===== src/rtl/wb_pkg.sv =====
// Shared constants and types for the Minisys-1A registered write-back stage.
package wb_pkg;

  localparam logic [2:0] LT_LB  = 3'd0;
  localparam logic [2:0] LT_LBU = 3'd1;
  localparam logic [2:0] LT_LH  = 3'd2;
  localparam logic [2:0] LT_LHU = 3'd3;
  localparam logic [2:0] LT_LW  = 3'd4;

  localparam int WAIT_MAX_DEFAULT = 15;

  typedef enum logic {
    S_IDLE = 1'b0,
    S_WAIT = 1'b1
  } state_e;

  // Width of a counter that must be able to hold max_val.
  function automatic int cnt_width(input int max_val);
    return (max_val < 1) ? 1 : $clog2(max_val + 1);
  endfunction

endpackage


===== src/rtl/load_align.sv =====
// Little-endian load alignment: picks the addressed lane of the read word and extends it.
// Sub-word loads (LB/LBU/LH/LHU) and misalign detection exist only when LOAD_SUBWORD_EN is defined.
module load_align
  import wb_pkg::*;
#(
  parameter int DATA_W = 32,
  parameter int AW     = $clog2(DATA_W / 8)
) (
  input  logic [DATA_W-1:0] read_data,
  input  logic [2:0]        load_type,
  input  logic [AW-1:0]     addr_lo,
  output logic [DATA_W-1:0] aligned,
  output logic              misalign
);

  logic [AW-1:0] word_off;
  logic [31:0]   word_v;

`ifdef LOAD_SUBWORD_EN
  logic [AW-1:0] half_off;
  logic [15:0]   half_v;
  logic [7:0]    byte_v;

  always_comb begin
    word_off = addr_lo & ~AW'(3);
    half_off = addr_lo & ~AW'(1);
    word_v   = 32'(read_data >> {word_off, 3'b000});
    half_v   = 16'(read_data >> {half_off, 3'b000});
    byte_v   = 8'(read_data >> {addr_lo, 3'b000});
    aligned  = DATA_W'($signed(word_v));
    misalign = 1'b0;
    case (load_type)
      LT_LB:  aligned = DATA_W'($signed(byte_v));
      LT_LBU: aligned = DATA_W'(byte_v);
      LT_LH: begin
        aligned  = DATA_W'($signed(half_v));
        misalign = addr_lo[0];
      end
      LT_LHU: begin
        aligned  = DATA_W'(half_v);
        misalign = addr_lo[0];
      end
      // LW and the unused encodings behave as a word load
      default: misalign = |addr_lo[1:0];
    endcase
  end
`else
  logic unused_load_type;

  assign unused_load_type = ^load_type;

  always_comb begin
    word_off = addr_lo & ~AW'(3);
    word_v   = 32'(read_data >> {word_off, 3'b000});
    aligned  = DATA_W'($signed(word_v));
    misalign = 1'b0;
  end
`endif

endmodule


===== src/rtl/wb_stage.sv =====
// Registered MEM/WB write-back stage with load alignment, link select and a timed I/O wait state.
// Define LOAD_SUBWORD_EN to enable byte/halfword loads and misalign detection.
module wb_stage
  import wb_pkg::*;
#(
  parameter int DATA_W   = 32,
  parameter int REG_AW   = 5,
  parameter int WAIT_MAX = WAIT_MAX_DEFAULT
) (
  input  logic                         clock,
  input  logic                         reset,
  input  logic                         mem_valid,
  output logic                         mem_ready,
  input  logic                         flush,
  input  logic [DATA_W-1:0]            ALU_result,
  input  logic [DATA_W-1:0]            read_data,
  input  logic                         rdata_valid,
  input  logic                         MemIOtoReg,
  input  logic [2:0]                   load_type,
  input  logic [$clog2(DATA_W/8)-1:0]  addr_lo,
  input  logic                         link,
  input  logic [DATA_W-1:0]            link_addr,
  input  logic                         RegWrite,
  input  logic [REG_AW-1:0]            wreg,
  output logic                         wb_we,
  output logic [REG_AW-1:0]            wb_addr,
  output logic [DATA_W-1:0]            wb_data,
  output logic                         misalign,
  output logic                         bus_err
);

  localparam int AW    = $clog2(DATA_W / 8);
  localparam int CNT_W = cnt_width(WAIT_MAX);

  state_e              state_q, state_d;
  logic [CNT_W-1:0]    cnt_q, cnt_d;
  logic [2:0]          lt_q, lt_d;
  logic [AW-1:0]       alo_q, alo_d;
  logic                rw_q, rw_d;
  logic [REG_AW-1:0]   wreg_q, wreg_d;
  logic                wb_we_q, wb_we_d;
  logic [REG_AW-1:0]   wb_addr_q, wb_addr_d;
  logic [DATA_W-1:0]   wb_data_q, wb_data_d;
  logic                misalign_q, misalign_d;
  logic                bus_err_q, bus_err_d;

  logic [2:0]          sel_lt;
  logic [AW-1:0]       sel_alo;
  logic [DATA_W-1:0]   al_data;
  logic                al_misalign;

  logic                commit;
  logic                commit_rw;
  logic [REG_AW-1:0]   commit_wreg;
  logic [DATA_W-1:0]   commit_data;

  // While waiting, alignment uses the fields captured at accept, not the live MEM inputs.
  assign sel_lt  = (state_q == S_WAIT) ? lt_q  : load_type;
  assign sel_alo = (state_q == S_WAIT) ? alo_q : addr_lo;

  load_align #(
    .DATA_W (DATA_W),
    .AW     (AW)
  ) u_align (
    .read_data (read_data),
    .load_type (sel_lt),
    .addr_lo   (sel_alo),
    .aligned   (al_data),
    .misalign  (al_misalign)
  );

  always_comb begin
    state_d     = state_q;
    cnt_d       = cnt_q;
    lt_d        = lt_q;
    alo_d       = alo_q;
    rw_d        = rw_q;
    wreg_d      = wreg_q;
    wb_we_d     = 1'b0;
    wb_addr_d   = wb_addr_q;
    wb_data_d   = wb_data_q;
    misalign_d  = 1'b0;
    bus_err_d   = 1'b0;
    commit      = 1'b0;
    commit_rw   = RegWrite;
    commit_wreg = wreg;
    commit_data = ALU_result;

    case (state_q)
      S_IDLE: begin
        if (mem_valid && !flush) begin
          if (link) begin
            commit      = 1'b1;
            commit_data = link_addr;
          end else if (MemIOtoReg) begin
            if (!rdata_valid) begin
              state_d = S_WAIT;
              cnt_d   = '0;
              lt_d    = load_type;
              alo_d   = addr_lo;
              rw_d    = RegWrite;
              wreg_d  = wreg;
            end else if (al_misalign) begin
              misalign_d = 1'b1;
            end else begin
              commit      = 1'b1;
              commit_data = al_data;
            end
          end else begin
            commit = 1'b1;
          end
        end
      end

      // flush outranks arriving data, which outranks the timeout
      S_WAIT: begin
        commit_rw   = rw_q;
        commit_wreg = wreg_q;
        commit_data = al_data;
        if (flush) begin
          state_d = S_IDLE;
        end else if (rdata_valid) begin
          state_d = S_IDLE;
          if (al_misalign) begin
            misalign_d = 1'b1;
          end else begin
            commit = 1'b1;
          end
        end else if (cnt_q == CNT_W'(WAIT_MAX)) begin
          state_d   = S_IDLE;
          bus_err_d = 1'b1;
        end else begin
          cnt_d = cnt_q + CNT_W'(1);
        end
      end

      default: state_d = S_IDLE;
    endcase

    if (commit) begin
      wb_we_d   = commit_rw && (commit_wreg != '0);
      wb_addr_d = commit_wreg;
      wb_data_d = commit_data;
    end
  end

  always_ff @(posedge clock or negedge reset) begin
    if (!reset) begin
      state_q    <= S_IDLE;
      cnt_q      <= '0;
      lt_q       <= '0;
      alo_q      <= '0;
      rw_q       <= 1'b0;
      wreg_q     <= '0;
      wb_we_q    <= 1'b0;
      wb_addr_q  <= '0;
      wb_data_q  <= '0;
      misalign_q <= 1'b0;
      bus_err_q  <= 1'b0;
    end else begin
      state_q    <= state_d;
      cnt_q      <= cnt_d;
      lt_q       <= lt_d;
      alo_q      <= alo_d;
      rw_q       <= rw_d;
      wreg_q     <= wreg_d;
      wb_we_q    <= wb_we_d;
      wb_addr_q  <= wb_addr_d;
      wb_data_q  <= wb_data_d;
      misalign_q <= misalign_d;
      bus_err_q  <= bus_err_d;
    end
  end

  assign mem_ready = (state_q != S_WAIT);
  assign wb_we     = wb_we_q;
  assign wb_addr   = wb_addr_q;
  assign wb_data   = wb_data_q;
  assign misalign  = misalign_q;
  assign bus_err   = bus_err_q;

endmodule


===== config.mk =====
export PLATFORM = sky130hd
export DESIGN_NAME = wb_stage
export DESIGN_NICKNAME = d
export VERILOG_FILES = /design/src/rtl/wb_pkg.sv /design/src/rtl/load_align.sv /design/src/rtl/wb_stage.sv
export SDC_FILE = /design/constraint.sdc
export NUM_CORES = 1
export LEC_CHECK = 0
export ABC_AREA = 0
export CAP_MARGIN = 20
export CORE_ASPECT_RATIO = 0.75
export CORE_MARGIN = 2
export CORE_UTILIZATION = 47
export DETAILED_ROUTE_END_ITERATION = 10
export GPL_TIMING_DRIVEN = 0
export HOLD_SLACK_MARGIN = 0.12
export PLACE_DENSITY = 0.95
export SKIP_CTS_REPAIR_TIMING = 1
export SKIP_LAST_GASP = 1
export SYNTH_ARGS = -nofsm -noshare
export SYNTH_HDL_FRONTEND = slang
export SYNTH_HIERARCHICAL = 1
export SYNTH_SLANG_ARGS = --single-unit

===== constraint.sdc =====
create_clock -name clock -period 2.7 [get_ports clock]
set_clock_uncertainty 0.1 [all_clocks]
set_input_delay 0.81 -clock clock [delete_from_list [all_inputs] [get_ports clock]]
set_output_delay 0.81 -clock clock [all_outputs]
set_load 0.1 [all_outputs]

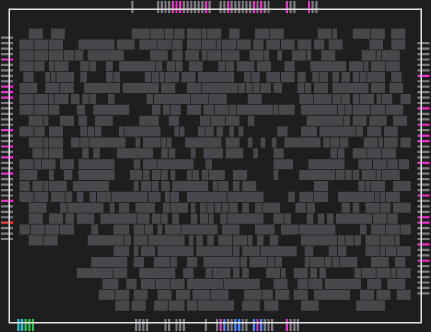
**Above:** run 1 (I/O pins on the die edge).
(4 px per um) Pins as bars across the die edge, other pins in gray.
| color | port | pins | direction | edge |
|---|---|---|---|---|
| magenta | read_data | 32 | input | 11 right, 9 top, 9 left, 3 bottom |
| cyan | addr_lo | 2 | input | bottom |
| blue | wb_addr | 5 | output | bottom |
| green | load_type | 3 | input | bottom |
| red | MemIOtoReg | 1 | input | left |
all pins by edge: 47 right, 38 left, 36 top, 34 bottom

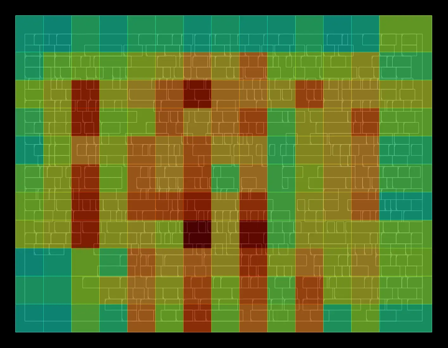
**Above:** run 1 (track usage over the die).
Overall Global Routing Usage: 0.252
met3 Track Usage GR: 0.0505
post-layout utilization of the core: 0.709
average detailed-routed wire length per instance: 17.6 um

==> flow_metrics.rpt, run 1 <==
FLOW METRICS REPORT
----------------------------------------------------
[Global routing]
  Initial antenna violation count ........................ 0
  Largest net degree at the start of global routing ........................ 36
  Total global routing overflow ........................ 0
  Number of global-route vias before repair ........................ 3338
  First-pass GRT wire length ........................ 15900 um

[Final timing]
  Final cycle utilization of the critical path ........................ 0.993
  Final setup violation count ........................ 0
  Crit path time final ........................ 2.68 ns
  Achievable frequency ........................ 0.373 GHz
  Summed negative setup slack over all endpoints ........................ 0 ns
  Worst rel slew slack ........................ 0.323
  Worst Tran Pin Value ........................ 1.01 ns
  Final critical-path setup slack ........................ 0.0186 ns
  Max Slew Vio Count ........................ 0
  Setup repair after global routing missed its margin ........................ yes
  Final Hold Violation Tally ........................ 0
  Worst hold slack ........................ 0.325 ns

[Worst setup path]
  Endpoint required time on the critical path ........................ 1.79 ns
  Worst Reg-to-Reg Cells ........................ 6
  Cell with the biggest individual delay on the critical path ........................ sky130_fd_sc_hd__dfrtp_1
  Critical path endpoint ........................ mem_ready
  Number of buffer and inverter stages on the critical path ........................ 5
  WS Path Type ........................ reg -> out
  Startpoint class of the critical path ........................ flip-flop
  Worst reg-to-reg setup slack ........................ 0.83 ns
  RR Endpoint ........................ wb_data[4]
  Beginning of the critical path ........................ state_q
  Launch point of the worst reg-to-reg path ........................ state_q
  Critical Path AT ........................ 1.77 ns
  Setup crit end kind ........................ primary output
  Crit path depth ........................ 5
  CP delay by family, top ........................ buffers and inverters
  Cell Chain, Critical Path ........................ buf_2 -> inv_1 -> buf_2 -> buf_2 -> buf_6
  Largest incremental delay on the critical path ........................ 0.37 ns
  Crit Path Max Fanout ........................ 10
  Most repeated library cell on the critical path ........................ sky130_fd_sc_hd__buf_2

[Cells and area]
  Final instance area ........................ 4920 sq um
  Multi-input gate share of total cell area ........................ 0.344
  Number of logic gates ........................ 247
  Fill cell total of the finished layout ........................ 547
  Most frequent cells in the layout ........................ 74 x sky130_fd_sc_hd__clkdlybuf4s50_1, 51 x sky130_fd_sc_hd__dfrtp_1, 44 x sky130_fd_sc_hd__a21oi_1
  Fraction of layout instances using a drive strength above 1 ........................ 0.145
  Number of non-clock inverters ........................ 3
  Area growth, synth to finish ........................ 43.3%
  Area of the multi-input gates ........................ 1690 sq um
  Layout clock buffer count ........................ 6
  Area share of buffers outside the clock network ........................ 0.351
  Commonest non-fill, non-tap cell in the layout ........................ sky130_fd_sc_hd__clkdlybuf4s50_1
  Final cell count without fillers ........................ 595
  Non-clock buffers ........................ 188
  Clk cell area share ........................ 0.0173
  Max FFs per register ........................ 32
  Antenna diode count ........................ 0
  Cell class with the largest area share ........................ buffers
  Number of flip-flops and latches ........................ 51
  Sequential fraction of total cell area ........................ 0.260
  Number of nets in the final layout ........................ 611
  FF+latch area ........................ 1280 sq um

[Place]
  Cell total after placement ........................ 587
  HPWL after detailed placement ........................ 7920 um
  Setup slack at placement ........................ -0.500 ns
  Routability cong. ........................ 0.831
  Count of port buffers added during placement ........................ 116
  Total placed instance area ........................ 4730 sq um

[Logic synthesis]
  Mapped Nets ........................ 487
  Average cell area after synthesis ........................ 9.22 sq um
  Number of instances in the synthesized netlist ........................ 372
  Synthesis Warnings ........................ 6
  Mapped Area ........................ 3430 sq um

[Power and ir drop]
  Flip-flop and latch power ........................ 0.965 mW
  Leakage power of the design ........................ 2.49 nW
  Clk network pwr share ........................ 0.154
  PwrDens ........................ 590 nW/um^2
  Logic pwr share ........................ 0.514
  Total Power Consumption ........................ 2.90 mW
  Internal power ........................ 1.51 mW
  Switching Fraction ........................ 0.481
  Power consumed by combinational cells ........................ 1.49 mW
  Sequential group share of total power ........................ 0.332
  Largest vdd supply drop ........................ 0.000342 V
  Net Sw Power ........................ 1.40 mW
  Top power consumer group ........................ combinational cells
  Clk pwr ........................ 0.446 mW

[Drt]
  Wirelength, routed ........................ 10500 um
  Via Count ........................ 3312
  DRC violations left ........................ 0
  DR vias/cell ........................ 5.57
  Starting DRT DRC Count ........................ 160
  Number of nets with antenna violations after detailed routing ........................ 0
  Length of the first detailed-routing pass in iterations ........................ 4

[Clocking]
  Cell at the root of the clock tree ........................ sky130_fd_sc_hd__clkbuf_8
  Num CTS Buffers ........................ 5
  Worst-skew pair later-pin latency ........................ 0.31 ns
  Number of clock sinks ........................ 51
  CTS tree ........................ built
  Deepest clock path buffer count ........................ 2
  Clock-pin slew of the registers on the worst-case setup and hold paths ........................ 0.10 ns
  Maximum level of the CTS H-tree ........................ 2

[Floorplanning]
  Row Count ........................ 26
  Horiz. Die Dim ........................ 103 um
  Placeable Area ........................ 6930 sq um
  Y dimension of the die ........................ 78.0 um
  Fp_density ........................ 0.495
  Total I/O pin count ........................ 155
  Total die size ........................ 8010 sq um
  Well tap count ........................ 98

[Status]
  Outcome ........................ completed

[Flow run]
  Max-cap viol count ........................ 0
  Number of logged tool warnings ........................ 32

[Worst hold path]
  HP Class ........................ in -> async

----------------------------------------------------
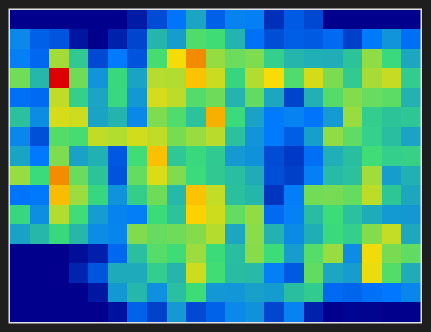
**Above:** run 1 (wire density map).
(4 px per um) The die is cut into 21 by 16 equal tiles; dark blue is low, red is high, scaled to the fullest tile. Values are wire area over tile area, all layers added.
mean over tiles: 0.21
emptiest ninth of the die: bottom left
nearly empty tiles: 9.5%

run 1: per-layer routing:
| metal | part of all wire | global-route usage | vias up |
|---|---|---|---|
| met5 | 0 | 0 | - |
| met4 | 0.0083 | 0.0533 | 0 |
| met3 | 0.074 | 0.0505 | 11 |
| met2 | 0.49 | 0.442 | 135 |
| met1 | 0.42 | 0.318 | 1576 |
| li1 | - | - | 1590 |
run 1: worst register-to-register path, cell delays in order, from the launching register on:
cell and delay, ns:
sky130_fd_sc_hd__dfrtp_1 0.37, sky130_fd_sc_hd__buf_2 0.16, sky130_fd_sc_hd__inv_1 0.11, sky130_fd_sc_hd__buf_2 0.26
sky130_fd_sc_hd__clkbuf_1 0.42, sky130_fd_sc_hd__nor4_1 0.15, sky130_fd_sc_hd__nor3_1 0.22
==> run 1 -> run 2 <==
--- a/config.mk
+++ b/config.mk
@@ -9,13 +9,14 @@
 export CAP_MARGIN = 20
 export CORE_ASPECT_RATIO = 0.75
 export CORE_MARGIN = 2
-export CORE_UTILIZATION = 47
+export CORE_UTILIZATION = 44
 export DETAILED_ROUTE_END_ITERATION = 10
 export GPL_TIMING_DRIVEN = 0
 export HOLD_SLACK_MARGIN = 0.12
-export PLACE_DENSITY = 0.95
+export PLACE_DENSITY = 0.91
 export SKIP_CTS_REPAIR_TIMING = 1
 export SKIP_LAST_GASP = 1
+export SLEW_MARGIN = 0
 export SYNTH_ARGS = -nofsm -noshare
 export SYNTH_HDL_FRONTEND = slang
 export SYNTH_HIERARCHICAL = 1
==> constraint.sdc (replaced) <==
create_clock -name clock -period 2.5 [get_ports clock]
set_clock_uncertainty 0.1 [all_clocks]
set_input_delay 0.75 -clock clock [delete_from_list [all_inputs] [get_ports clock]]
set_output_delay 0.75 -clock clock [all_outputs]
set_load 0.1 [all_outputs]
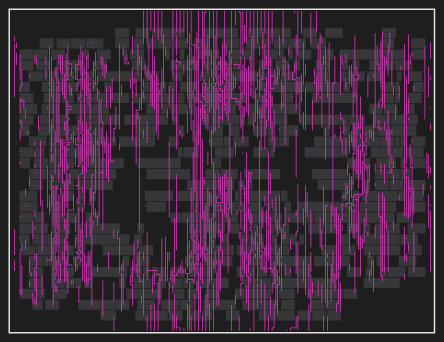
**Above:** run 2 (M2 wires).
(4 px per um)
nets with wire on the layer: 524
main direction: vertical
share of all routed wire: 48%
wire length on this layer: 5140 um
Via Count: 3396
met2 track demand over resource: 0.423

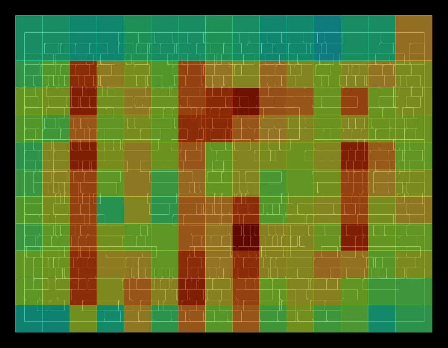
**Above:** run 2 (track usage over the die).
met1 track demand over resource: 0.304
peak-usage layer in the global routing report: met2
met3 Track Usage GR: 0.0503
average detailed-routed wire length per instance: 18.0 um

==> flow_metrics.rpt, run 2 <==
FLOW METRICS REPORT
----------------------------------------------------
[Cells and area]
  Clk cell area share ........................ 0.0274 (was 0.0173)
  Sequential fraction of total cell area ........................ 0.257 (was 0.260)
  Most frequent cells in the layout ........................ 74 x sky130_fd_sc_hd__clkdlybuf4s50_1, 51 x sky130_fd_sc_hd__dfrtp_1, 44 x sky130_fd_sc_hd__a21oi_1 (unchanged)
  Number of flip-flops and latches ........................ 51 (unchanged)
  Cell class with the largest area share ........................ buffers (unchanged)
  Number of non-clock inverters ........................ 3 (unchanged)
  Commonest non-fill, non-tap cell in the layout ........................ sky130_fd_sc_hd__clkdlybuf4s50_1 (unchanged)
  Non-clock buffers ........................ 188 (unchanged)
  Multi-input gate share of total cell area ........................ 0.340 (was 0.344)
  Max FFs per register ........................ 32 (unchanged)
  Number of nets in the final layout ........................ 611 (unchanged)
  Fill cell total of the finished layout ........................ 609 (was 547)
  Layout clock buffer count ........................ 5 (was 6)
  Area of the multi-input gates ........................ 1690 sq um (unchanged)
  Area growth, synth to finish ........................ 45.0% (was 43.3%)
  Post-layout utilization of the core ........................ 0.666 (was 0.709)
  Number of logic gates ........................ 247 (unchanged)
  FF+latch area ........................ 1280 sq um (unchanged)
  Area share of buffers outside the clock network ........................ 0.348 (was 0.351)
  Final instance area ........................ 4970 sq um (was 4920 sq um)
  Antenna diode count ........................ 0 (unchanged)
  Fraction of layout instances using a drive strength above 1 ........................ 0.153 (was 0.145)

[Final timing]
  Worst hold slack ........................ 0.247 ns (was 0.325 ns)
  Worst Tran Pin Value ........................ 1.01 ns (about the same)
  Achievable frequency ........................ 0.383 GHz
  Final Hold Violation Tally ........................ 0 (unchanged)
  Final critical-path setup slack ........................ -0.109 ns (was 0.0186 ns)
  Max Slew Vio Count ........................ 0 (unchanged)
  Crit path time final ........................ 2.61 ns
  Worst rel slew slack ........................ 0.325 (was 0.323)
  Setup repair after global routing missed its margin ........................ yes (unchanged)
  Final setup violation count ........................ 1 (was 0)
  Final cycle utilization of the critical path ........................ 1.04

[Floorplanning]
  Horiz. Die Dim ........................ 106 um (was 103 um)
  Y dimension of the die ........................ 80.5 um (was 78.0 um)
  Placeable Area ........................ 7470 sq um (was 6930 sq um)
  Row Count ........................ 27 (was 26)
  Total I/O pin count ........................ 155 (unchanged)
  Total die size ........................ 8530 sq um (was 8010 sq um)
  Fp_density ........................ 0.460 (was 0.495)
  Well tap count ........................ 101 (was 98)

[Global routing]
  Largest net degree at the start of global routing ........................ 37 (was 36)
  First-pass GRT wire length ........................ 16300 um (was 15900 um)
  Total global routing overflow ........................ 0 (unchanged)
  Overall Global Routing Usage ........................ 0.243 (was 0.252)
  Initial antenna violation count ........................ 0 (unchanged)
  Number of global-route vias before repair ........................ 3414 (was 3338)

[Clocking]
  Maximum level of the CTS H-tree ........................ 2 (unchanged)
  Deepest clock path buffer count ........................ 2 (unchanged)
  Number of clock sinks ........................ 51 (unchanged)
  Worst-skew pair later-pin latency ........................ 0.31 ns (about the same)
  Cell at the root of the clock tree ........................ sky130_fd_sc_hd__clkbuf_8 (unchanged)
  CTS tree ........................ built (unchanged)
  Clock-pin slew of the registers on the worst-case setup and hold paths ........................ 0.10 ns (about the same)
  Num CTS Buffers ........................ 5 (unchanged)

[Logic synthesis]
  Mapped Area ........................ 3430 sq um (unchanged)
  Synthesis Warnings ........................ 6 (unchanged)
  Average cell area after synthesis ........................ 9.22 sq um (unchanged)
  Number of instances in the synthesized netlist ........................ 372 (unchanged)
  Mapped Nets ........................ 487 (unchanged)

[Drt]
  Length of the first detailed-routing pass in iterations ........................ 5 (was 4)
  Routed met3 length ........................ 898 um (was 778 um)
  DRC violations left ........................ 0 (unchanged)
  DR top layer ........................ met4 (unchanged)
  Met2 routed wirelength ........................ 5130 um (was 5180 um)
  Number of nets with antenna violations after detailed routing ........................ 0 (unchanged)
  DR vias/cell ........................ 5.68 (was 5.57)
  Starting DRT DRC Count ........................ 172 (was 160)
  Wirelength, routed ........................ 10800 um (was 10500 um)
  DRT met1 WL ........................ 4540 um (was 4450 um)

[Worst setup path]
  Cell with the biggest individual delay on the critical path ........................ sky130_fd_sc_hd__dfrtp_1 (unchanged)
  CP delay by family, top ........................ buffers and inverters (unchanged)
  Most repeated library cell on the critical path ........................ sky130_fd_sc_hd__buf_2 (unchanged)
  Critical Path AT ........................ 1.76 ns (was 1.77 ns)
  Setup crit end kind ........................ primary output (unchanged)
  Crit Path Max Fanout ........................ 10 (unchanged)
  Worst Reg-to-Reg Cells ........................ 6 (unchanged)
  Number of buffer and inverter stages on the critical path ........................ 5 (unchanged)
  Largest incremental delay on the critical path ........................ 0.37 ns (about the same)
  Launch point of the worst reg-to-reg path ........................ state_q (unchanged)
  WS Path Type ........................ reg -> out (unchanged)
  Startpoint class of the critical path ........................ flip-flop (unchanged)
  RR Endpoint ........................ wb_data[22] (was wb_data[4])
  Endpoint required time on the critical path ........................ 1.65 ns (was 1.79 ns)
  Beginning of the critical path ........................ state_q (unchanged)
  Cell Chain, Critical Path ........................ buf_2 -> inv_1 -> buf_2 -> buf_2 -> buf_6 (unchanged)

[Flow run]
  Number of logged tool warnings ........................ 32 (unchanged)
  Max-cap viol count ........................ 0 (unchanged)

[Place]
  Count of port buffers added during placement ........................ 116 (unchanged)
  Routability cong. ........................ 0.859 (was 0.831)
  Setup slack at placement ........................ -0.663 ns (was -0.500 ns)
  HPWL after detailed placement ........................ 7980 um (was 7920 um)
  Total placed instance area ........................ 4730 sq um (about the same)

[Worst hold path]
  HP Class ........................ in -> async (unchanged)

[Status]
  Failing checks ........................ negative setup slack
  Outcome ........................ finished, violations left (was completed)

[Power and ir drop]
  Largest vdd supply drop ........................ 0.000397 V (was 0.000342 V)
  Total Power Consumption ........................ 3.34 mW (was 2.90 mW)
  PwrDens ........................ 671 nW/um^2 (was 590 nW/um^2)
  Leakage power of the design ........................ 2.53 nW (was 2.49 nW)

----------------------------------------------------
run 2: worst max path at each step:
| stage | endpoint | slack [ns] | depth (start not counted) |
|---|---|---|---|
| finish | mem_ready | -0.11 | 5 |
| global route | mem_ready | -0.17 | 5 |
| CTS | mem_ready | -1.01 | 5 |
| detailed placement | mem_ready | -0.66 | 5 |
| global placement | wb_data[4] | -0.86 | 1 |
| floorplan | mem_ready | 0.40 | 4 |
run 2: metrics by stage:
step                TNS (ns)  cells
floorplan                  0    372
CTS                    -7.88    598
global route          -0.171    598
detailed placement     -8.83    590
finish                -0.109    598
global placement      -52.01    589
run 2: where the power goes:
group	leakage [nW]	switching, mW	internal, mW
sequential	0.595	0.0872	0.962
combinational	1.87	1.14	0.469
clock	0.0644	0.284	0.399
Power figures rest on the tool's default switching activity, not on a simulated workload.
